Figure 1. Placement view (run 1).
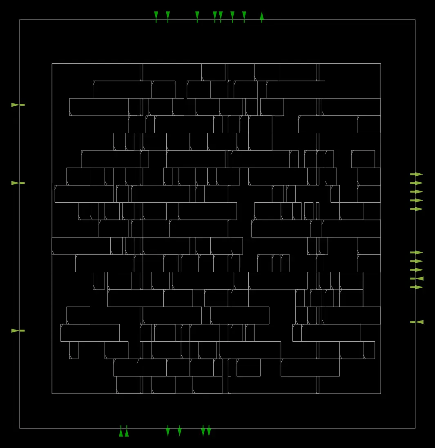
Figure 2. Cell sizes after repair (run 1).
Scale: 6 px per um.
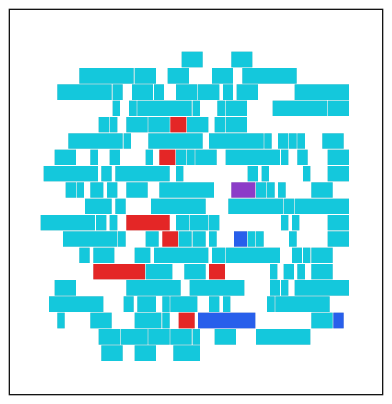
Figure 3. Metal 1 (run 1).
Scale: 10 px per um. Supply wires on this layer in grey.
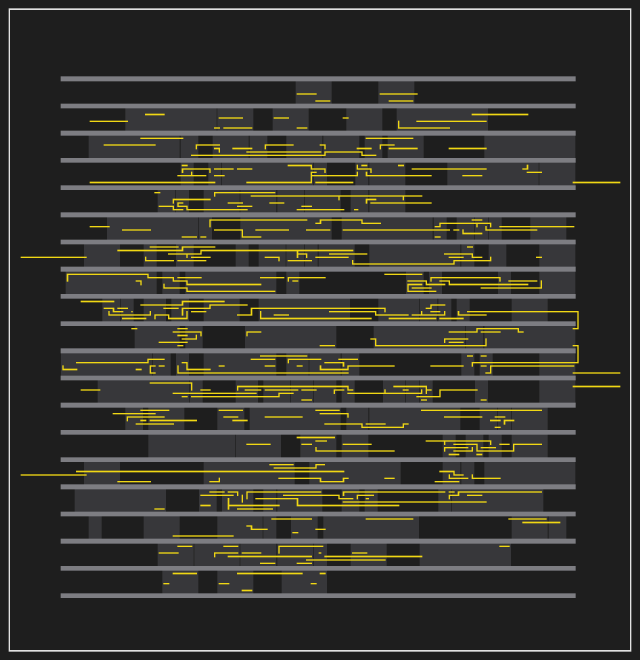
===== src/rtl/spi_xfer_ctrl.sv =====
// rtl/spi_xfer_ctrl.sv - SPI mode 0 master moving words from a TX FIFO to an RX FIFO.
// Optional macro SPI_LSB_FIRST_EN selects LSB-first bit order; default build is MSB first.
module spi_xfer_ctrl #(
   parameter int WIDTH = 8,
   parameter int DIV   = 2
) (
   input  logic             clk,
   input  logic             rst_n,
   input  logic             en,
   input  logic             tx_empty,
   input  logic [WIDTH-1:0] tx_dout,
   output logic             tx_rd,
   input  logic             rx_full,
   output logic [WIDTH-1:0] rx_din,
   output logic             rx_wr,
   output logic             sck,
   output logic             mosi,
   input  logic             miso,
   output logic             ss_n,
   output logic             busy
);

   localparam int DW = $clog2(DIV + 1);
   localparam int BW = $clog2(WIDTH + 1);
   localparam logic [DW-1:0] DIV_LAST = DW'(DIV - 1);
   localparam logic [BW-1:0] BIT_LAST = BW'(WIDTH - 1);

   typedef enum logic [1:0] {IDLE, LOAD, SHIFT, STORE} state_t;

   state_t           state, state_nxt;
   logic [DW-1:0]    div_cnt;
   logic [BW-1:0]    bit_cnt;
   logic [WIDTH-1:0] tx_sr;
   logic [WIDTH-1:0] rx_sr;
   logic             sck_q;
   logic             ss_q;
   logic             ready;
   logic             tick;
   logic             last_edge;
   logic             start_ok;

`ifdef SPI_LSB_FIRST_EN
   function automatic logic [WIDTH-1:0] tx_shift(input logic [WIDTH-1:0] v);
      return {1'b0, v[WIDTH-1:1]};
   endfunction
   function automatic logic [WIDTH-1:0] rx_shift(input logic [WIDTH-1:0] v, input logic b);
      return {b, v[WIDTH-1:1]};
   endfunction
   assign mosi = tx_sr[0];
`else
   function automatic logic [WIDTH-1:0] tx_shift(input logic [WIDTH-1:0] v);
      return {v[WIDTH-2:0], 1'b0};
   endfunction
   function automatic logic [WIDTH-1:0] rx_shift(input logic [WIDTH-1:0] v, input logic b);
      return {v[WIDTH-2:0], b};
   endfunction
   assign mosi = tx_sr[WIDTH-1];
`endif

   assign sck    = sck_q;
   assign ss_n   = ss_q;
   assign rx_din = rx_sr;

   // ready holds off the first start until one clock edge after reset release
   assign start_ok  = ready && en && !tx_empty && !rx_full;
   assign tick      = (state == SHIFT) && (div_cnt == DIV_LAST);
   assign last_edge = tick && sck_q && (bit_cnt == BIT_LAST);

   always_ff @(posedge clk or negedge rst_n) begin
      if (!rst_n) begin
         state <= IDLE;
      end else begin
         state <= state_nxt;
      end
   end

   always_comb begin
      state_nxt = state;
      tx_rd     = 1'b0;
      rx_wr     = 1'b0;
      busy      = (state != IDLE);
      case (state)
         IDLE: begin
            if (start_ok) state_nxt = LOAD;
         end
         LOAD: begin
            tx_rd     = 1'b1;
            state_nxt = SHIFT;
         end
         SHIFT: begin
            if (last_edge) state_nxt = STORE;
         end
         STORE: begin
            rx_wr     = 1'b1;
            state_nxt = start_ok ? LOAD : IDLE;
         end
         default: state_nxt = IDLE;
      endcase
   end

   always_ff @(posedge clk or negedge rst_n) begin
      if (!rst_n) begin
         div_cnt <= '0;
         bit_cnt <= '0;
         tx_sr   <= '0;
         rx_sr   <= '0;
         sck_q   <= 1'b0;
         ss_q    <= 1'b1;
         ready   <= 1'b0;
      end else begin
         ready <= 1'b1;
         // The word is captured on the edge entering LOAD so mosi is valid throughout LOAD
         if (state_nxt == LOAD) begin
            tx_sr <= tx_dout;
            rx_sr <= '0;
            ss_q  <= 1'b0;
         end else if (state_nxt == IDLE) begin
            ss_q <= 1'b1;
         end
         case (state)
            LOAD: begin
               div_cnt <= '0;
               bit_cnt <= '0;
               sck_q   <= 1'b0;
            end
            SHIFT: begin
               if (tick) begin
                  div_cnt <= '0;
                  sck_q   <= ~sck_q;
                  if (!sck_q) begin
                     rx_sr <= rx_shift(rx_sr, miso);
                  end else begin
                     tx_sr   <= tx_shift(tx_sr);
                     bit_cnt <= bit_cnt + 1'b1;
                  end
               end else begin
                  div_cnt <= div_cnt + 1'b1;
               end
            end
            default: begin
               div_cnt <= '0;
               sck_q   <= 1'b0;
            end
         endcase
      end
   end

endmodule


===== config.mk =====
export PLATFORM = sky130hd
export DESIGN_NAME = spi_xfer_ctrl
export DESIGN_NICKNAME = d
export VERILOG_FILES = /design/src/rtl/spi_xfer_ctrl.sv
export SDC_FILE = /design/constraint.sdc
export NUM_CORES = 1
export LEC_CHECK = 0
export CAP_MARGIN = 10
export CORE_AREA = 5 5 57 59
export DETAILED_ROUTE_END_ITERATION = 7
export DIE_AREA = 0 0 62 64
export GPL_TIMING_DRIVEN = 0
export PLACE_DENSITY = 0.76
export SLEW_MARGIN = 20
export SYNTH_ARGS = -nofsm -noshare
export SYNTH_HDL_FRONTEND = slang
export SYNTH_SLANG_ARGS = --single-unit

===== constraint.sdc =====
create_clock -name clk -period 2.8 [get_ports clk]
set_input_delay 0.56 -clock clk [delete_from_list [all_inputs] [get_ports clk]]
set_output_delay 0.56 -clock clk [all_outputs]
set_load 0.05 [all_outputs]

==> results.tsv, run 1 <==
metric	value	unit
status	finished, final reports clean	
worstReg2RegEnd	tx_sr[0]$_DFF_PN0_	
worst-path-stages	4	
cts_sinks	27	
slew_viol_final	0	
flop_cell	dfrtp_1	
async_flop_share	1.00	
combPwrFrac	0.552	
cp-startpoint	state[0]$_DFF_PN0_	
use_met2	0.224	
syn_area_per_cell	10.5	um^2
top_area_frac	0.519	
maxCapViolCount	0	
tritoncts	yes	
post_cts_resized	0	
ios	28	
setup_slack	0.335	ns
top_power_group	combinational cells	
ys_area	1250	um^2
synth.distinct_cells	28	
critPathLaunchType	flop	
grt_first_pass_wirelength	4.06	mm
rsz0062_at_grt	false	
power	1.87	mW
drc	0	
p_switching	0.868	mW
slew_headroom	0.608	
io_buffers	27	
antenna_found_initial	0	
grt_remaining_overflow	0	
end_kind	output pin	
timing.critical_path.max_delay_family	buffers and inverters	
stdcell_area	1590	um^2
p_seq_frac	0.355	
p_per_area	1180	nW/um^2
grtUsageTotal	0.133	
fmax	0.406	GHz
worstSetupPathType	reg2out	
yosys_warnings	0	
clkbuf_count	3	
area_delta_synth_final	26.7	%
place.gp.congestion	0.797	
ys_top_logic_family	simple AND/OR/NAND/NOR gates	
synth.area.top_cells	dfrtp_1, mux2i_1, ha_1	
fp_util	0.470	
yosysTopAreaCell	dfrtp_1	
synthTopCellsByCount	dfrtp_1, nand2_1, a21oi_1, nor2_1	
syn_nets	139	
required	2.24	ns
cpMostUsedCell	inv_1	
crit_path_cell_trace	inv_1 > ha_1 > inv_1 > clkdlybuf4s50_1	
nWellTaps	31	
About Figure 1:
fillers: 245
core area: 2660 um^2
flop share of the area: 0.427
Cell Count, Final, Fillers Out: 181
Flops: 27

About Figure 2:
cyan -> drive 1 or less  # cells 139, share 93%
red -> drive 3 to 4  # cells 7, share 4.7%
blue -> drive 2  # cells 3, share 2.0%
purple -> drive 6 and up  # cells 1, share 0.67%

About Figure 3:
nets with wire on the layer = 148
main direction = horizontal
longest straight run = 26.7 um

==> run 1 -> run 2 <==
--- a/config.mk
+++ b/config.mk
@@ -11,6 +11,7 @@
 export DIE_AREA = 0 0 62 64
 export GPL_TIMING_DRIVEN = 0
 export PLACE_DENSITY = 0.76
+export SETUP_SLACK_MARGIN = 0.05
 export SLEW_MARGIN = 20
 export SYNTH_ARGS = -nofsm -noshare
 export SYNTH_HDL_FRONTEND = slang
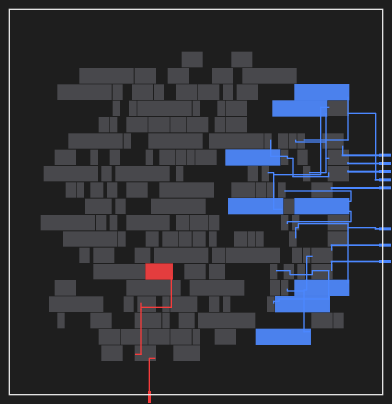
Figure 4: run 2, nets reached from selected ports.
Scale: 6 px per um.
blue -> rx_din  # bits 8, direction output, edge right, end cells 8, buffers 8, wire 235 um
red -> rx_wr  # bits 1, direction output, edge bottom, end cells 1, buffers 1, wire 26.1 um
Buffers on Ports: 27
Top Ports: 28

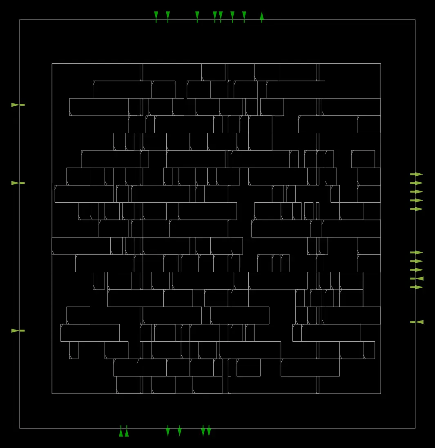
Figure 5: run 2, placement view.
cell row count: 19
Layout Utilization: 0.596
Well Taps: 31

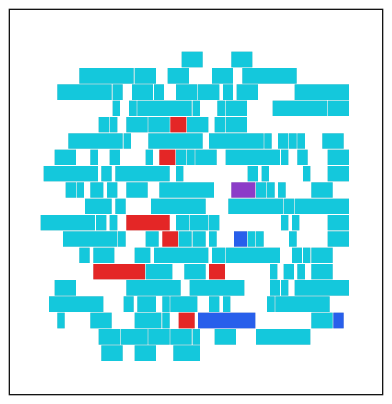
Figure 6: run 2, cell sizes after repair.
Scale: 6 px per um.
red -> drive 3 to 4  # cells 7, share 4.7%
blue -> drive 2  # cells 3, share 2.0%
purple -> drive 6 and up  # cells 1, share 0.67%
cyan -> drive 1 or less  # cells 139, share 93%
Worst Slack Setup Final: 0.335 ns
post-route cell area: 1590 um^2

==> results.tsv, run 2 <==
metric	value	unit	change
status	finished, final reports clean		
post_cts_resized	0		unchanged
crit_fanout	5		
synthTopCellsByCount	dfrtp_1, nand2_1, a21oi_1, nor2_1		
timing.critical_path.max_delay_family	buffers and inverters		
nets	171		
place.gp.congestion	0.797		unchanged
fmax	0.406	GHz	unchanged
cpMostUsedCell	inv_1		
ys_top_logic_family	simple AND/OR/NAND/NOR gates		
ys_sh_mux	0.0719		
rr_worst_depth	9		
first_global_vias	934		
hold_path_class	in2async		
yosysTopAreaCell	dfrtp_1		
p_per_area	1180	nW/um^2	unchanged
synth.area.top_cells	dfrtp_1, mux2i_1, ha_1		
p_seq_frac	0.355		about the same
clk_share	0.0189		
maxCapViolCount	0		unchanged
critPathLaunchType	flop		
rsz0062_at_grt	false		
fillers	245		unchanged
async_flop_share	1.00		unchanged
wl_met1	1.11	mm	
slew_headroom	0.608		unchanged
end_kind	output pin		
required	2.24	ns	about the same
crit_path_cell_trace	inv_1 > ha_1 > inv_1 > clkdlybuf4s50_1		
ys_area	1250	um^2	unchanged
worst-path-stages	4		unchanged
clkbuf_count	3		unchanged
cts_sinks	27		unchanged
wire_per_inst	13.2	um	
worstReg2RegEnd	tx_sr[0]$_DFF_PN0_		
power	1.87	mW	unchanged
drt-initial-drc-count	35		
syn_area_per_cell	10.5	um^2	unchanged
flops	27		unchanged
most_common_cell	dfrtp_1		
cts_setup_buffers	0		
buf_share	0.184		
use_met2	0.224		unchanged
drc	0		unchanged
synth.distinct_cells	28		unchanged
syn_nets	139		unchanged
grtUsageTotal	0.133		unchanged
drt_first_pass_iters	4		
tritoncts	yes		
fp_util	0.470		unchanged
combPwrFrac	0.552		about the same
cp_slowest_cell	clkdlybuf4s50_1		
yosys_warnings	0		unchanged
slew_viol_final	0		unchanged
wl	2.39	mm	
p_switching	0.868	mW	unchanged
antenna_found_initial	0		unchanged
coreArea	2660	um^2	unchanged
grt_remaining_overflow	0		unchanged
flop_cell	dfrtp_1		
busiest_layer	met2		
grt_first_pass_wirelength	4.06	mm	unchanged
power.leakage	0.729	nW	
top_power_group	combinational cells		
cp.arrival	1.90	ns	
min_period	2.46	ns	
critPathBufInv	3		
fin_cells	181		unchanged
worstSetupPathType	reg2out		
area_delta_synth_final	26.7	%	unchanged
top_area_frac	0.519		unchanged
cp-startpoint	state[0]$_DFF_PN0_		
sh_seq_area	0.427		unchanged
Figure 7. Placement density heat map (run 2).
Scale: 6 px per um. The die is cut into 6 by 6 equal tiles; dark blue is low, red is high, 0 to 100% covered.
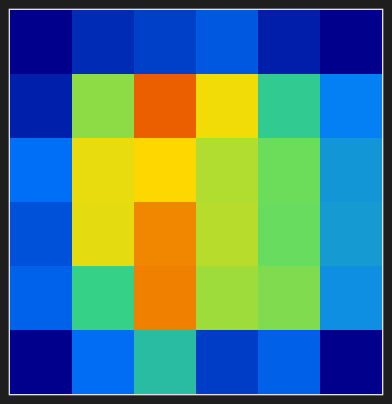

==> run 2 -> run 3 <==
--- a/config.mk
+++ b/config.mk
@@ -10,7 +10,7 @@
 export DETAILED_ROUTE_END_ITERATION = 7
 export DIE_AREA = 0 0 62 64
 export GPL_TIMING_DRIVEN = 0
-export PLACE_DENSITY = 0.76
+export PLACE_DENSITY = 0.82
 export SETUP_SLACK_MARGIN = 0.05
 export SLEW_MARGIN = 20
 export SYNTH_ARGS = -nofsm -noshare
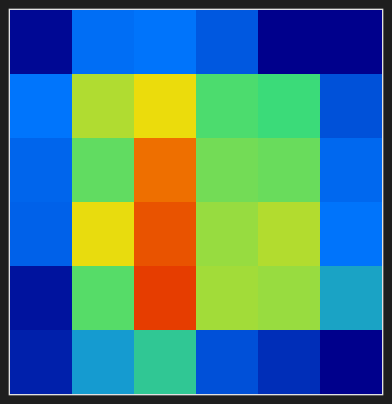
Figure 8: run 3, placement density heat map.
Scale: 6 px per um. The die is cut into 6 by 6 equal tiles; dark blue is low, red is high, 0 to 100% covered.
fullest tile = 93%
emptiest ninth of the die = upper right
densest ninth of the die = centre
nearly empty tiles = 11%
tiles over 75% full = 8.3%

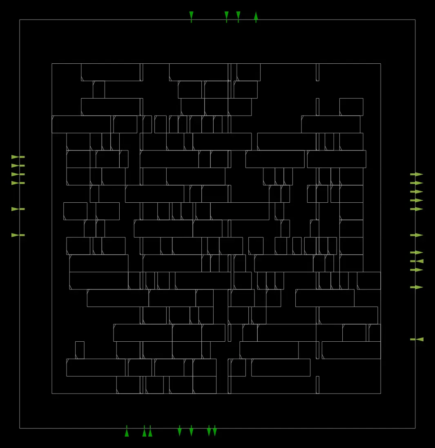
Figure 9: run 3, placement view.
Layout Utilization: 0.594
fillers: 239

==> results.tsv, run 3 <==
metric	value	unit	change
coreArea	2660	um^2	unchanged
power.leakage	0.730	nW	+0.14%
drc	0		unchanged
wl	2.38	mm	-0.34%
ys_sh_mux	0.0719		unchanged
sh_seq_area	0.428		+0.00101
worstSetupPathType	reg2out		
stdcell_area	1580	um^2	-0.24%
buf_share	0.184		+0.000435
antenna_found_initial	0		unchanged
wire_per_inst	13.1	um	-0.34%
p_switching	0.864	mW	-0.36%
crit_path_cell_trace	inv_1 > ha_1 > inv_1 > clkdlybuf4s50_1		
power	1.87	mW	-0.11%
use_met2	0.240		+0.0155
setup_slack	0.312	ns	-0.0232 ns
timing.critical_path.max_delay_family	buffers and inverters		
top_power_group	combinational cells		
synth.area.top_cells	dfrtp_1, mux2i_1, ha_1		
fp_util	0.470		unchanged
fin_cells	181		unchanged
combPwrFrac	0.552		about the same
clk_share	0.0166		-0.00233
cp-startpoint	state[0]$_DFF_PN0_		
slew_headroom	0.609		+0.000753
critPathLaunchType	flop		
clkbuf_count	4		+1
end_kind	output pin		
async_flop_share	1.00		unchanged
crit_fanout	5		unchanged
syn_area_per_cell	10.5	um^2	unchanged
ys_area	1250	um^2	unchanged
ys_top_logic_family	simple AND/OR/NAND/NOR gates		
flops	27		unchanged
rr_worst_depth	9		unchanged
syn_nets	139		unchanged
nWellTaps	31		unchanged
grt_remaining_overflow	0		unchanged
cpMostUsedCell	inv_1		
drt-initial-drc-count	50		+43%
required	2.24	ns	about the same
place.gp.congestion	0.761		-4.5%
cp.arrival	1.93	ns	+0.03 ns
p_seq_frac	0.358		+0.003
fmax	0.402	GHz	-0.93%
cts_setup_buffers	0		unchanged
post_cts_resized	0		unchanged
wl_met1	1.02	mm	-8.0%
busiest_layer	met2		
slew_viol_final	0		unchanged
synthTopCellsByCount	dfrtp_1, nand2_1, a21oi_1, nor2_1		
tritoncts	yes		
p_per_area	1180	nW/um^2	+0.12%
ios	28		unchanged
yosysTopAreaCell	dfrtp_1		
area_delta_synth_final	26.4	%	
nets	171		unchanged
status	finished, final reports clean		
most_common_cell	dfrtp_1		
cts_sinks	27		unchanged
cp_slowest_cell	clkdlybuf4s50_1		
rsz0062_at_grt	false		
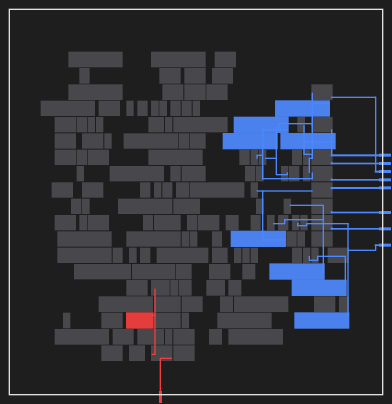
Figure 10: run 3, nets reached from selected ports.
Scale: 6 px per um.
red -> rx_wr  # bits 1, direction output, edge bottom, end cells 1, buffers 1, wire 19.2 um
blue -> rx_din  # bits 8, direction output, edge right, end cells 8, buffers 8, wire 233 um

No activity file was given, so power comes from the tool's default toggle rates.
